Figure 1. Selected gate families.
Bar = 100 um.
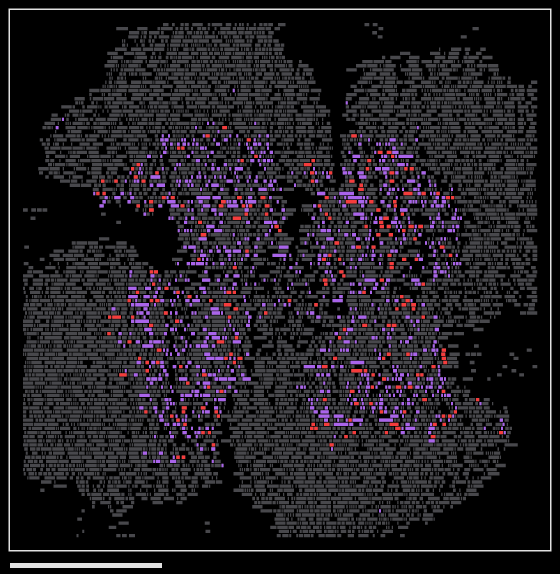
Figure 2. Metal layers overlaid.
Only two layers are drawn.
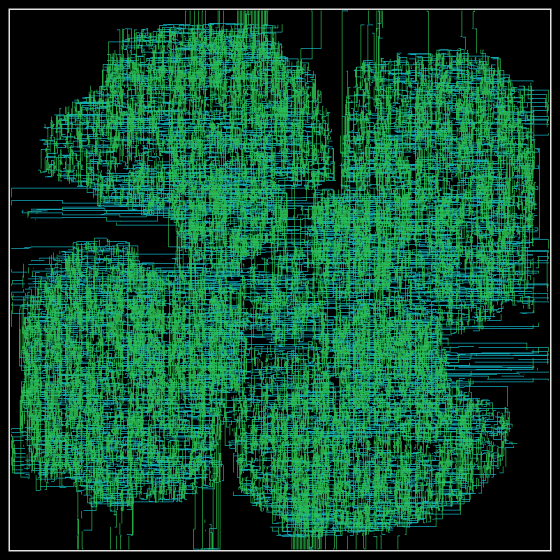
Figure 3. The clock network.
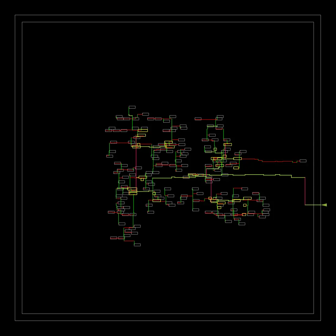
Figure 4. Pin map.
Pins as bars across the die edge, other pins in grey.
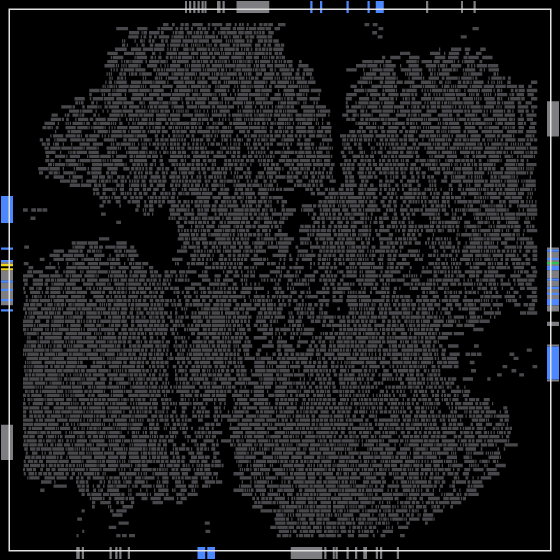
Figure 5. Where the registers sit.
Bar = 100 um. Other sequential cells in the stronger grey, the rest of the logic in the fainter grey.
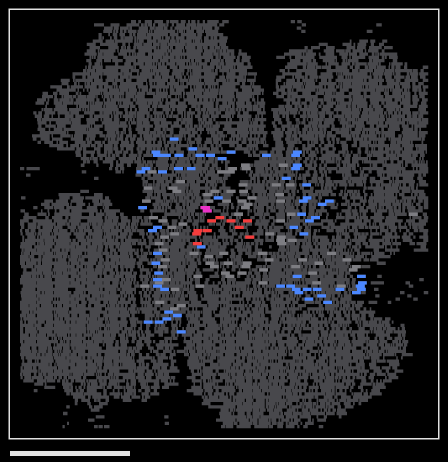
--- config.mk ---
export PLATFORM = sky130hd
export DESIGN_NAME = vec_alu_stream
export DESIGN_NICKNAME = d
export VERILOG_FILES = /design/src/rtl/vec_alu_stream.sv
export SDC_FILE = /design/constraint.sdc
export NUM_CORES = 2
export LEC_CHECK = 0
export ABC_AREA = 0
export CORE_MARGIN = 8
export CORE_UTILIZATION = 49
export DETAILED_ROUTE_END_ITERATION = 8
export PLACE_DENSITY = 0.76
export REMOVE_ABC_BUFFERS = 1
export SLEW_MARGIN = 20
export SYNTH_ARGS = -nofsm -noshare
export SYNTH_HDL_FRONTEND = slang
export SYNTH_SLANG_ARGS = --single-unit
--- constraint.sdc ---
create_clock -name clk -period 11.65 [get_ports clk]
set_clock_uncertainty 0.2 [all_clocks]
set_input_delay 2.33 -clock clk [delete_from_list [all_inputs] [get_ports clk]]
set_output_delay 2.33 -clock clk [all_outputs]
set_load 0.05 [all_outputs]
--- src/rtl/vec_alu_stream.sv ---
// Streaming fixed-point vector ALU: LANES signed Q(WIDTH-FRAC).FRAC lanes per beat,
// add/sub/mul per beat or mac reduction of a whole burst into one accumulated beat.
module vec_alu_stream #(
    parameter int WIDTH = 16,
    parameter int FRAC  = 8,
    parameter int LANES = 4,
    parameter int LEN_W = 10
) (
    input  logic                     clk,
    input  logic                     rst,
    input  logic                     start,
    input  logic [1:0]               mode,
    input  logic [LEN_W-1:0]         burst_len,
    input  logic                     in_valid,
    output logic                     in_ready,
    input  logic [WIDTH*LANES-1:0]   a_in,
    input  logic [WIDTH*LANES-1:0]   b_in,
    output logic                     out_valid,
    input  logic                     out_ready,
    output logic [WIDTH*LANES-1:0]   out_data,
    output logic                     out_last,
    output logic                     busy,
    output logic                     done
);

    localparam logic [1:0] S_IDLE  = 2'd0;
    localparam logic [1:0] S_RUN   = 2'd1;
    localparam logic [1:0] S_DRAIN = 2'd2;

    localparam logic [1:0] M_ADD = 2'b00;
    localparam logic [1:0] M_SUB = 2'b01;
    localparam logic [1:0] M_MUL = 2'b10;
    localparam logic [1:0] M_MAC = 2'b11;

    localparam logic signed [WIDTH-1:0]   SAT_MAX = {1'b0, {(WIDTH-1){1'b1}}};
    localparam logic signed [WIDTH-1:0]   SAT_MIN = {1'b1, {(WIDTH-1){1'b0}}};
    localparam logic signed [2*WIDTH-1:0] RND     = {{(2*WIDTH-1){1'b0}}, 1'b1} << (FRAC-1);

    logic [1:0]             r_state;
    logic [1:0]             r_mode;
    logic [LEN_W-1:0]       r_len;
    logic [LEN_W-1:0]       r_cnt;
    logic [WIDTH*LANES-1:0] r_acc;
    logic [WIDTH*LANES-1:0] r_out_data;
    logic                   r_out_valid;
    logic                   r_out_last;
    logic                   r_busy;
    logic                   r_done;

    logic [WIDTH*LANES-1:0] w_res_bus;
    logic [WIDTH*LANES-1:0] w_mac_bus;
    logic                   w_accept;
    logic                   w_out_hs;
    logic                   w_final;

    assign in_ready  = (r_state == S_RUN) && (r_cnt < r_len) && (!r_out_valid || out_ready);
    assign w_accept  = in_valid && in_ready;
    assign w_out_hs  = r_out_valid && out_ready;
    assign w_final   = (r_cnt == r_len - 1'b1);

    assign out_valid = r_out_valid;
    assign out_data  = r_out_data;
    assign out_last  = r_out_last;
    assign busy      = r_busy;
    assign done      = r_done;

    genvar gi;
    generate
        for (gi = 0; gi < LANES; gi++) begin : g_lane
            logic signed [WIDTH-1:0]   w_a, w_b, w_acc, w_mul, w_res;
            logic signed [WIDTH-1:0]   w_sum_sat, w_dif_sat, w_mac_sat;
            logic signed [WIDTH:0]     w_sum, w_dif, w_acc_sum;
            logic signed [2*WIDTH-1:0] w_ax, w_bx, w_prod, w_shift;

            assign w_a   = a_in[WIDTH*gi +: WIDTH];
            assign w_b   = b_in[WIDTH*gi +: WIDTH];
            assign w_acc = r_acc[WIDTH*gi +: WIDTH];

            assign w_sum     = {w_a[WIDTH-1], w_a} + {w_b[WIDTH-1], w_b};
            assign w_dif     = {w_a[WIDTH-1], w_a} - {w_b[WIDTH-1], w_b};
            assign w_sum_sat = (w_sum[WIDTH] == w_sum[WIDTH-1]) ? w_sum[WIDTH-1:0]
                             : (w_sum[WIDTH] ? SAT_MIN : SAT_MAX);
            assign w_dif_sat = (w_dif[WIDTH] == w_dif[WIDTH-1]) ? w_dif[WIDTH-1:0]
                             : (w_dif[WIDTH] ? SAT_MIN : SAT_MAX);

            // Round half up, then the result fits only if the top WIDTH+1 bits are all sign.
            assign w_ax    = {{WIDTH{w_a[WIDTH-1]}}, w_a};
            assign w_bx    = {{WIDTH{w_b[WIDTH-1]}}, w_b};
            assign w_prod  = w_ax * w_bx;
            assign w_shift = (w_prod + RND) >>> FRAC;
            assign w_mul   = (w_shift[2*WIDTH-1:WIDTH-1] == {(WIDTH+1){w_shift[2*WIDTH-1]}})
                           ? w_shift[WIDTH-1:0]
                           : (w_shift[2*WIDTH-1] ? SAT_MIN : SAT_MAX);

            assign w_acc_sum = {w_acc[WIDTH-1], w_acc} + {w_mul[WIDTH-1], w_mul};
            assign w_mac_sat = (w_acc_sum[WIDTH] == w_acc_sum[WIDTH-1]) ? w_acc_sum[WIDTH-1:0]
                             : (w_acc_sum[WIDTH] ? SAT_MIN : SAT_MAX);

            always_comb begin
                w_res = w_mul;
                case (r_mode)
                    M_ADD:        w_res = w_sum_sat;
                    M_SUB:        w_res = w_dif_sat;
                    M_MUL, M_MAC: w_res = w_mul;
                    default:      w_res = w_mul;
                endcase
            end

            assign w_res_bus[WIDTH*gi +: WIDTH] = w_res;
            assign w_mac_bus[WIDTH*gi +: WIDTH] = w_mac_sat;
        end
    endgenerate

    always_ff @(posedge clk) begin
        if (rst) begin
            r_state     <= S_IDLE;
            r_mode      <= M_ADD;
            r_len       <= '0;
            r_cnt       <= '0;
            r_acc       <= '0;
            r_out_data  <= '0;
            r_out_valid <= 1'b0;
            r_out_last  <= 1'b0;
            r_busy      <= 1'b0;
            r_done      <= 1'b0;
        end else begin
            r_done <= 1'b0;
            if (w_out_hs) begin
                r_out_valid <= 1'b0;
                r_out_last  <= 1'b0;
            end
            case (r_state)
                S_IDLE: begin
                    if (start) begin
                        if (burst_len == '0) begin
                            r_done <= 1'b1;
                        end else begin
                            r_state <= S_RUN;
                            r_busy  <= 1'b1;
                            r_mode  <= mode;
                            r_len   <= burst_len;
                            r_cnt   <= '0;
                            r_acc   <= '0;
                        end
                    end
                end
                S_RUN: begin
                    if (w_accept) begin
                        r_cnt <= r_cnt + 1'b1;
                        // mac only emits the accumulated lanes once, on the closing beat
                        if (r_mode == M_MAC) begin
                            r_acc <= w_mac_bus;
                            if (w_final) begin
                                r_out_data  <= w_mac_bus;
                                r_out_valid <= 1'b1;
                                r_out_last  <= 1'b1;
                            end
                        end else begin
                            r_out_data  <= w_res_bus;
                            r_out_valid <= 1'b1;
                            r_out_last  <= w_final;
                        end
                        if (w_final) begin
                            r_state <= S_DRAIN;
                        end
                    end
                end
                S_DRAIN: begin
                    if (w_out_hs && r_out_last) begin
                        r_state <= S_IDLE;
                        r_busy  <= 1'b0;
                        r_done  <= 1'b1;
                    end
                end
                default: r_state <= S_IDLE;
            endcase
        end
    end

endmodule

==> results.toml <==
# flow metrics
[setup_path]
slowest_delay_ns = 0.61
crit_slowest_cell = "fa_2"
cp-start-kind = "input pin"
reg2reg_to = "out_data[25]"
r2r-start = "r_len[8]"
end_kind = "register"
rr_worst_depth = 15

[timing]
period_used_pct = 102
finalMaxSlewViolations = 0
fin_ws_ns = -0.276
fin_crit_ns = 11.93
tightest_slew_ns = 1.11
finalSetupViolations = 43

[synth]
ys.flops = 156
synth_top_cell_by_area = "fa_1"
yosys_area_mm2 = 0.0568
yosys_warnings = 0
yosysUniqueCellTypes = 97

[detailed_routing]
drcViolationCount = 0
drt_iter0_drc = 4612
highest_layer = "met5"
wl_met2_um = 91900
vias_per_cell = 5.63
routed-wl-met3_um = 17500

[die]
fp_util_pct = 49.1

[run_status]
violations = "negative setup slack"
status = "complete, but fails checks"

[clock_network]
root_buffer = "clkbuf_16"
cts.path.max_buffers = 2

[cells_and_area]
drive_gt1_share_pct = 25.6

[flow_run]
warning_count = 104
Back to the opening pictures, Figure 1:
colour	family	cells	most used
red	non-inverting ao/oa cells	219	a21o_1
purple	aoi and oai cells	907	a21oi_1
multi-input gate share of total cell area: 67.9%
Post-Layout Cell Count: 9603
most frequent logic cell in the layout: inv_1

Back to the opening pictures, Figure 2:
colour	layer	wire length
green	metal 2	91.9 mm
cyan	metal 1	74.2 mm
wire length per cell: 20.1 um
drt total wl: 193000 um

Back to the opening pictures, Figure 3:
clk_lat worst skew: 0.45 ns
clk sinks: 156
Num CTS Buffers: 17

Back to the opening pictures, Figure 4:
colour	port	pins	direction	edge
yellow	mode	2	input	left
green	busy	1	output	right
blue	out_data	64	output	26 right, 19 left, 10 bottom, 9 top
die height: 356 um
Die Wd: 356 um
I/O Buffers: 213

Back to the opening pictures, Figure 5:
colour	signal	sequential cells
magenta	r_mode	2
red	r_len	10
blue	out_data	64
not coloured	80
Final Util: 64.2%
Register Area: 0.00312 mm2
flop share of the area: 4.21%

==> final cells by class <==
| cell class | count | area, um2 |
|---|---|---|
| Tap cell | 1524 | 1910 |
| Sequential cell | 156 | 3120 |
| Multi-Input combinational cell | 4981 | 50400 |
| Clock inverter | 14 | 176 |
| Inverter | 1402 | 5270 |
| Fill cell | 8938 | 41400 |
| Clock buffer | 18 | 429 |
| Timing Repair Buffer | 1501 | 12900 |
| Antenna cell | 7 | 17.5 |
==> synth_stat cells, drive strengths merged, types with 63 or more instances <==
master and count:
fa 1060, inv 1399, a21o 70, o21ai 270
nand2 707, clkbuf 245, and2 354, nand3 63
dfxtp 156, xnor2 198, nor3 82, ha 534
nand2b 71, a21oi 288, nor2 444, xor2 89
==> worst max-delay path by stage <==
stage,cells past startpoint,from,to
after global routing,47,a_in[40],r_acc[40]
final,43,a_in[47],out_data[37]
after CTS,43,a_in[22],out_data[17]
after floorplan,40,a_in[47],out_data[37]
after detailed placement,45,b_in[36],out_data[44]
after global placement,40,b_in[17],out_data[17]
==> critical path, delay by kind of cell <==
kind	cells	cell delay (ns)
and+or+nand+nor	8	1.32
buffers and inverters	8	0.89
xor gates and xnor gates	1	0.16
AOI/OAI and AO/OA	16	3.26
adders and majority gates	9	4.04
muxes	1	0.09
==> stage by stage <==
stage	TNS, ns	utilization, %	cells	worst slack (ns)	area, um2
floorplan	-65.29	-	6538	-1.14	55700
global route	-24.61	64.2	9596	-0.523	74200
CTS	-0.0304	61.7	9474	-0.0304	71300
detailed placement	-131.59	58.8	9315	-1.36	68000
finish	-5.11	64.2	9603	-0.276	74200
global placement	-106.15	58.8	9315	-1.18	68000
==> cell families (layout without fill, tap and decap cells) <==
family | count (synthesis) | count (layout) | synth area share (%)
AND-OR/OR-AND | 1125 | 1126 | 13.0
XOR/XNOR | 287 | 287 | 4.43
adder cells (fa/ha/maj) | 1596 | 1596 | 49.2
buffers and inverters | 1669 | 2935 | 11.1
flip-flops | 156 | 156 | 5.50
multiplexers | 20 | 20 | 0.379
other | 0 | 7 | 0
AND/OR/NAND/NOR | 1952 | 1952 | 16.4
==> routing by layer <==
layer	up-vias	global-route usage, %
met5	-	0
met4	8	10.3
met3	729	5.45
met2	2703	49.5
met1	26674	36.6
li1	23980	-
==> state kept, by name, summed over array words and instances, names as in the netlist <==
| signal | flops |
|---|---|
| r_state | 2 |
| out_last | 1 |
| done | 1 |
| r_mode | 2 |
| out_valid | 1 |
| out_data | 64 |
| r_acc | 64 |
| r_cnt | 10 |
| busy | 1 |
| r_len | 10 |
==> timing repair <==
item,4_1_cts,5_1_grt
hold endpoints to repair,0,0
gates resized,609,675
gates cloned,10,11
buffers inserted,118,114
setup endpoints to repair,128,126
pin swaps,242,374
